Fig. 1: routing congestion map
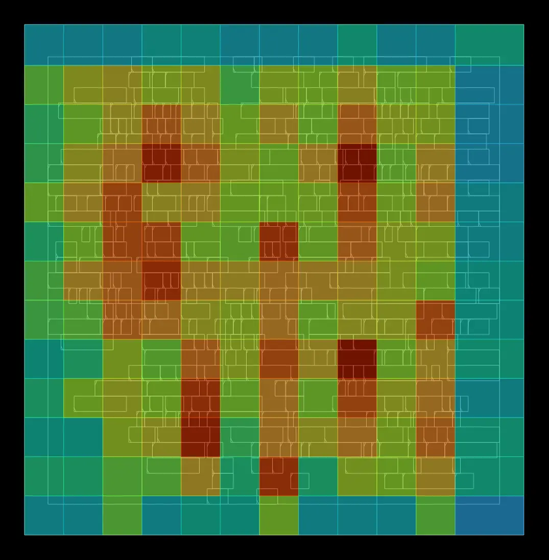
Fig. 2: where the registers sit
Bar = 20 um. Other sequential cells in the stronger grey, the rest of the logic in the fainter grey.
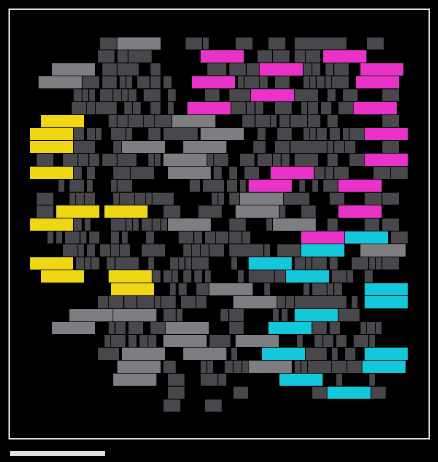
### src/rtl/sonic_rx_chan_ctrl.sv
// Bring-up / recovery sequencer for one 66b SONIC RX channel.
// Holds the gearbox/blocksync/descrambler/fifo in reset until the transceiver
// is stable, waits for block lock plus a settling period, then opens the CDC
// fifo enables. While up, it watches sync-header errors (hi-BER) and lock loss
// and re-sequences the channel on failure.
//
// Ports:
//   clk           datapath (rx write) clock
//   reset         asynchronous active-high reset
//   xcvr_rx_ready transceiver RX ready, already synchronous to clk
//   block_lock    blocksync lock
//   hdr_valid     sync_header qualifies this cycle
//   sync_header   66b sync header (01/10 good, 00/11 bad)
//   chan_reset    reset to the channel datapath
//   fifo_wr_en    CDC fifo write-request gate
//   fifo_rd_en    CDC fifo read-request gate
//   link_up       channel usable
//   hi_ber        sticky hi-BER flag for the current UP session
//   relock_count  saturating count of recoveries since reset
//   state         current state encoding (debug)
module sonic_rx_chan_ctrl #(
  parameter int unsigned READY_STABLE = 16,
  parameter int unsigned LOCK_TIMEOUT = 4096,
  parameter int unsigned SETTLE       = 64,
  parameter int unsigned RESET_HOLD   = 8,
  parameter int unsigned BER_WINDOW   = 1024,
  parameter int unsigned BER_THRESH   = 16
) (
  input  logic        clk,
  input  logic        reset,
  input  logic        xcvr_rx_ready,
  input  logic        block_lock,
  input  logic        hdr_valid,
  input  logic [1:0]  sync_header,
  output logic        chan_reset,
  output logic        fifo_wr_en,
  output logic        fifo_rd_en,
  output logic        link_up,
  output logic        hi_ber,
  output logic [15:0] relock_count,
  output logic [2:0]  state
);

  localparam int unsigned HOLD_W   = $clog2(RESET_HOLD + 1);
  localparam int unsigned STABLE_W = $clog2(READY_STABLE + 1);
  localparam int unsigned TMO_W    = $clog2(LOCK_TIMEOUT + 1);
  localparam int unsigned SETTLE_W = $clog2(SETTLE + 1);
  localparam int unsigned SAMP_W   = $clog2(BER_WINDOW + 1);
  localparam int unsigned BAD_W    = $clog2(BER_THRESH + 1);

  typedef enum logic [2:0] {
    S_HOLD      = 3'd0,
    S_WAIT_XCVR = 3'd1,
    S_WAIT_LOCK = 3'd2,
    S_SETTLE    = 3'd3,
    S_UP        = 3'd4
  } state_t;

  state_t cur_state, nxt_state;

  logic [HOLD_W-1:0]   hold_cnt,   hold_cnt_d;
  logic [STABLE_W-1:0] stable_cnt, stable_cnt_d;
  logic [TMO_W-1:0]    tmo_cnt,    tmo_cnt_d;
  logic [SETTLE_W-1:0] settle_cnt, settle_cnt_d;
  logic [SAMP_W-1:0]   samp_cnt,   samp_cnt_d;
  logic [BAD_W-1:0]    bad_cnt,    bad_cnt_d;
  logic [BAD_W-1:0]    bad_sum;
  logic                hdr_bad;

  logic        chan_reset_d;
  logic        link_up_d;
  logic        hi_ber_d;
  logic [15:0] relock_d;

  assign hdr_bad = (sync_header == 2'b00) || (sync_header == 2'b11);

  // Next state, counters and next registered outputs.
  // Counters default to zero so every state entry starts them fresh.
  always_comb begin
    nxt_state    = cur_state;
    hold_cnt_d   = '0;
    stable_cnt_d = '0;
    tmo_cnt_d    = '0;
    settle_cnt_d = '0;
    samp_cnt_d   = '0;
    bad_cnt_d    = '0;
    bad_sum      = bad_cnt;
    hi_ber_d     = hi_ber;
    relock_d     = relock_count;
    chan_reset_d = 1'b1;
    link_up_d    = 1'b0;

    case (cur_state)
      S_HOLD: begin
        if (hold_cnt == HOLD_W'(RESET_HOLD - 1)) nxt_state = S_WAIT_XCVR;
        else                                      hold_cnt_d = hold_cnt + HOLD_W'(1);
      end

      S_WAIT_XCVR: begin
        if (xcvr_rx_ready) begin
          if (stable_cnt == STABLE_W'(READY_STABLE - 1)) nxt_state = S_WAIT_LOCK;
          else stable_cnt_d = stable_cnt + STABLE_W'(1);
        end
      end

      S_WAIT_LOCK: begin
        if (!xcvr_rx_ready)                           nxt_state = S_HOLD;
        else if (block_lock)                          nxt_state = S_SETTLE;
        else if (tmo_cnt == TMO_W'(LOCK_TIMEOUT - 1)) nxt_state = S_HOLD;
        else                                          tmo_cnt_d = tmo_cnt + TMO_W'(1);
      end

      S_SETTLE: begin
        if (!xcvr_rx_ready)                                nxt_state = S_HOLD;
        else if (!block_lock)                              nxt_state = S_WAIT_LOCK;
        else if (settle_cnt == SETTLE_W'(SETTLE - 1))      nxt_state = S_UP;
        else                                               settle_cnt_d = settle_cnt + SETTLE_W'(1);
      end

      S_UP: begin
        if (!xcvr_rx_ready || !block_lock || hi_ber) nxt_state = S_HOLD;

        // BER window: the error on the last sample is counted before the roll.
        samp_cnt_d = samp_cnt;
        bad_cnt_d  = bad_cnt;
        if (hdr_valid) begin
          if (hdr_bad && (bad_cnt != BAD_W'(BER_THRESH))) bad_sum = bad_cnt + BAD_W'(1);
          if (hdr_bad && (bad_sum == BAD_W'(BER_THRESH))) hi_ber_d = 1'b1;
          if (samp_cnt == SAMP_W'(BER_WINDOW - 1)) begin
            samp_cnt_d = '0;
            bad_cnt_d  = '0;
          end else begin
            samp_cnt_d = samp_cnt + SAMP_W'(1);
            bad_cnt_d  = bad_sum;
          end
        end
      end

      default: nxt_state = S_HOLD;
    endcase

    if ((nxt_state == S_HOLD) && (cur_state != S_HOLD) && (relock_count != 16'hFFFF))
      relock_d = relock_count + 16'd1;

    if ((nxt_state == S_UP) && (cur_state != S_UP))
      hi_ber_d = 1'b0;

    chan_reset_d = (nxt_state == S_HOLD) || (nxt_state == S_WAIT_XCVR);
    link_up_d    = (nxt_state == S_UP);
  end

  // State, counters and outputs; outputs follow the state they belong to.
  always_ff @(posedge clk or posedge reset) begin
    if (reset) begin
      cur_state    <= S_HOLD;
      hold_cnt     <= '0;
      stable_cnt   <= '0;
      tmo_cnt      <= '0;
      settle_cnt   <= '0;
      samp_cnt     <= '0;
      bad_cnt      <= '0;
      chan_reset   <= 1'b1;
      link_up      <= 1'b0;
      fifo_wr_en   <= 1'b0;
      fifo_rd_en   <= 1'b0;
      hi_ber       <= 1'b0;
      relock_count <= '0;
    end else begin
      cur_state    <= nxt_state;
      hold_cnt     <= hold_cnt_d;
      stable_cnt   <= stable_cnt_d;
      tmo_cnt      <= tmo_cnt_d;
      settle_cnt   <= settle_cnt_d;
      samp_cnt     <= samp_cnt_d;
      bad_cnt      <= bad_cnt_d;
      chan_reset   <= chan_reset_d;
      link_up      <= link_up_d;
      fifo_wr_en   <= link_up_d;
      fifo_rd_en   <= link_up_d;
      hi_ber       <= hi_ber_d;
      relock_count <= relock_d;
    end
  end

  assign state = 3'(cur_state);

endmodule

### config.mk
export PLATFORM = sky130hd
export DESIGN_NAME = sonic_rx_chan_ctrl
export DESIGN_NICKNAME = d
export VERILOG_FILES = /design/src/rtl/sonic_rx_chan_ctrl.sv
export SDC_FILE = /design/constraint.sdc
export NUM_CORES = 1
export LEC_CHECK = 0
export CAP_MARGIN = 20
export CORE_AREA = 4 4 84 86
export CTS_BUF_LIST = sky130_fd_sc_hd__clkbuf_4 sky130_fd_sc_hd__clkbuf_8 sky130_fd_sc_hd__clkbuf_16
export DETAILED_ROUTE_END_ITERATION = 7
export DIE_AREA = 0 0 88 90
export GPL_TIMING_DRIVEN = 0
export HOLD_SLACK_MARGIN = 0.05
export PLACE_DENSITY = 0.75
export SYNTH_ARGS = -nofsm -noshare
export SYNTH_HDL_FRONTEND = slang
export SYNTH_SLANG_ARGS = --single-unit
### constraint.sdc
create_clock -name clk -period 3.1 [get_ports clk]
set_input_delay 0.93 -clock clk [delete_from_list [all_inputs] [get_ports clk]]
set_output_delay 0.93 -clock clk [all_outputs]
set_load 0.01 [all_outputs]
==> flow_metrics.tcl <==
# collected from the flow reports
set metrics [dict create \
    finalCritPeriodShare_pct 80.8 \
    io_buffers 30 \
    synth_area_um2 3390 \
    synthTopCellsByArea "dfrtp_1, xnor2_1, nor2_1, nand3_1, nand4_1" \
    clockBufferCount 9 \
    grt_pass1_vias 2629 \
    largestRegisters "relock_count (16), tmo_cnt (13), samp_cnt (11)" \
    seq_cells 67 \
    internal_power_mw 1.35 \
    antenna_found_initial 0 \
    pre_cts_ws_ns 0.229 \
    timing.slew.headroom_pct 44.8 \
    status "complete, no violations" \
    gp_congestion 0.840 \
    syn_inst 338 \
    timing.reg2reg.worst_path_depth 6 \
    dominant_cells "registers" \
    avgViaCountPerCell 5.66 \
    cts_made_buffers 9 \
    maxSlewViolCount 0 \
    num_rows 29 \
    grt_first_pass_wirelength_um 11900 \
    yosysTopAreaCell "dfrtp_1" \
    powerComb_mw 0.0476 \
    dp_hpwl_um 4890 \
    dr.pass1.iters 4 \
    cp.arrival_ns 2.74 \
    ys_ff 67 \
    clock-sinks 67 \
    ys_seq_share_pct 49.5 \
    crit_end "relock_count[2]" \
    clock_latency_ns 0.35 \
    power-top-group "registers" \
]
Back to the opening pictures, Fig. 1:
met3 usage: 3.47%
routed len/inst: 14.6 um
met1 Usage GRT: 24.4%
GRT Total Usage: 18.7%
global-route track usage on met2: 30.2%

Back to the opening pictures, Fig. 2:
[cyan] tmo_cnt | flops: 13
[magenta] relock_count | flops: 16
[yellow] samp_cnt | flops: 11 | where: middle left
power in sequential cells: 0.879 mW
sequential standard cell area: 1680 um^2
Seq area share: 41.6%

## routing by layer
layer	vias up	wire [um]	global-route usage (%)
met5	-	0	0
li1	1300	-	-
met3	11	186	3.47
met4	0	138	7.67
met2	41	3330	30.2
met1	1264	3080	24.4
## logic make-up (layout without fill, tap and decap cells)
| family | after synthesis | after routing | share of synthesized area (%) |
|---|---|---|---|
| compound gates | 40 | 40 | 8.12 |
| xor+xnor | 40 | 40 | 10.3 |
| fa+ha+maj | 8 | 8 | 2.95 |
| buf+inv | 21 | 68 | 2.70 |
| flops | 67 | 67 | 49.5 |
| mux | 1 | 1 | 0.332 |
| simple gates | 161 | 161 | 26.0 |
Power is estimated from default activity; no workload was simulated.
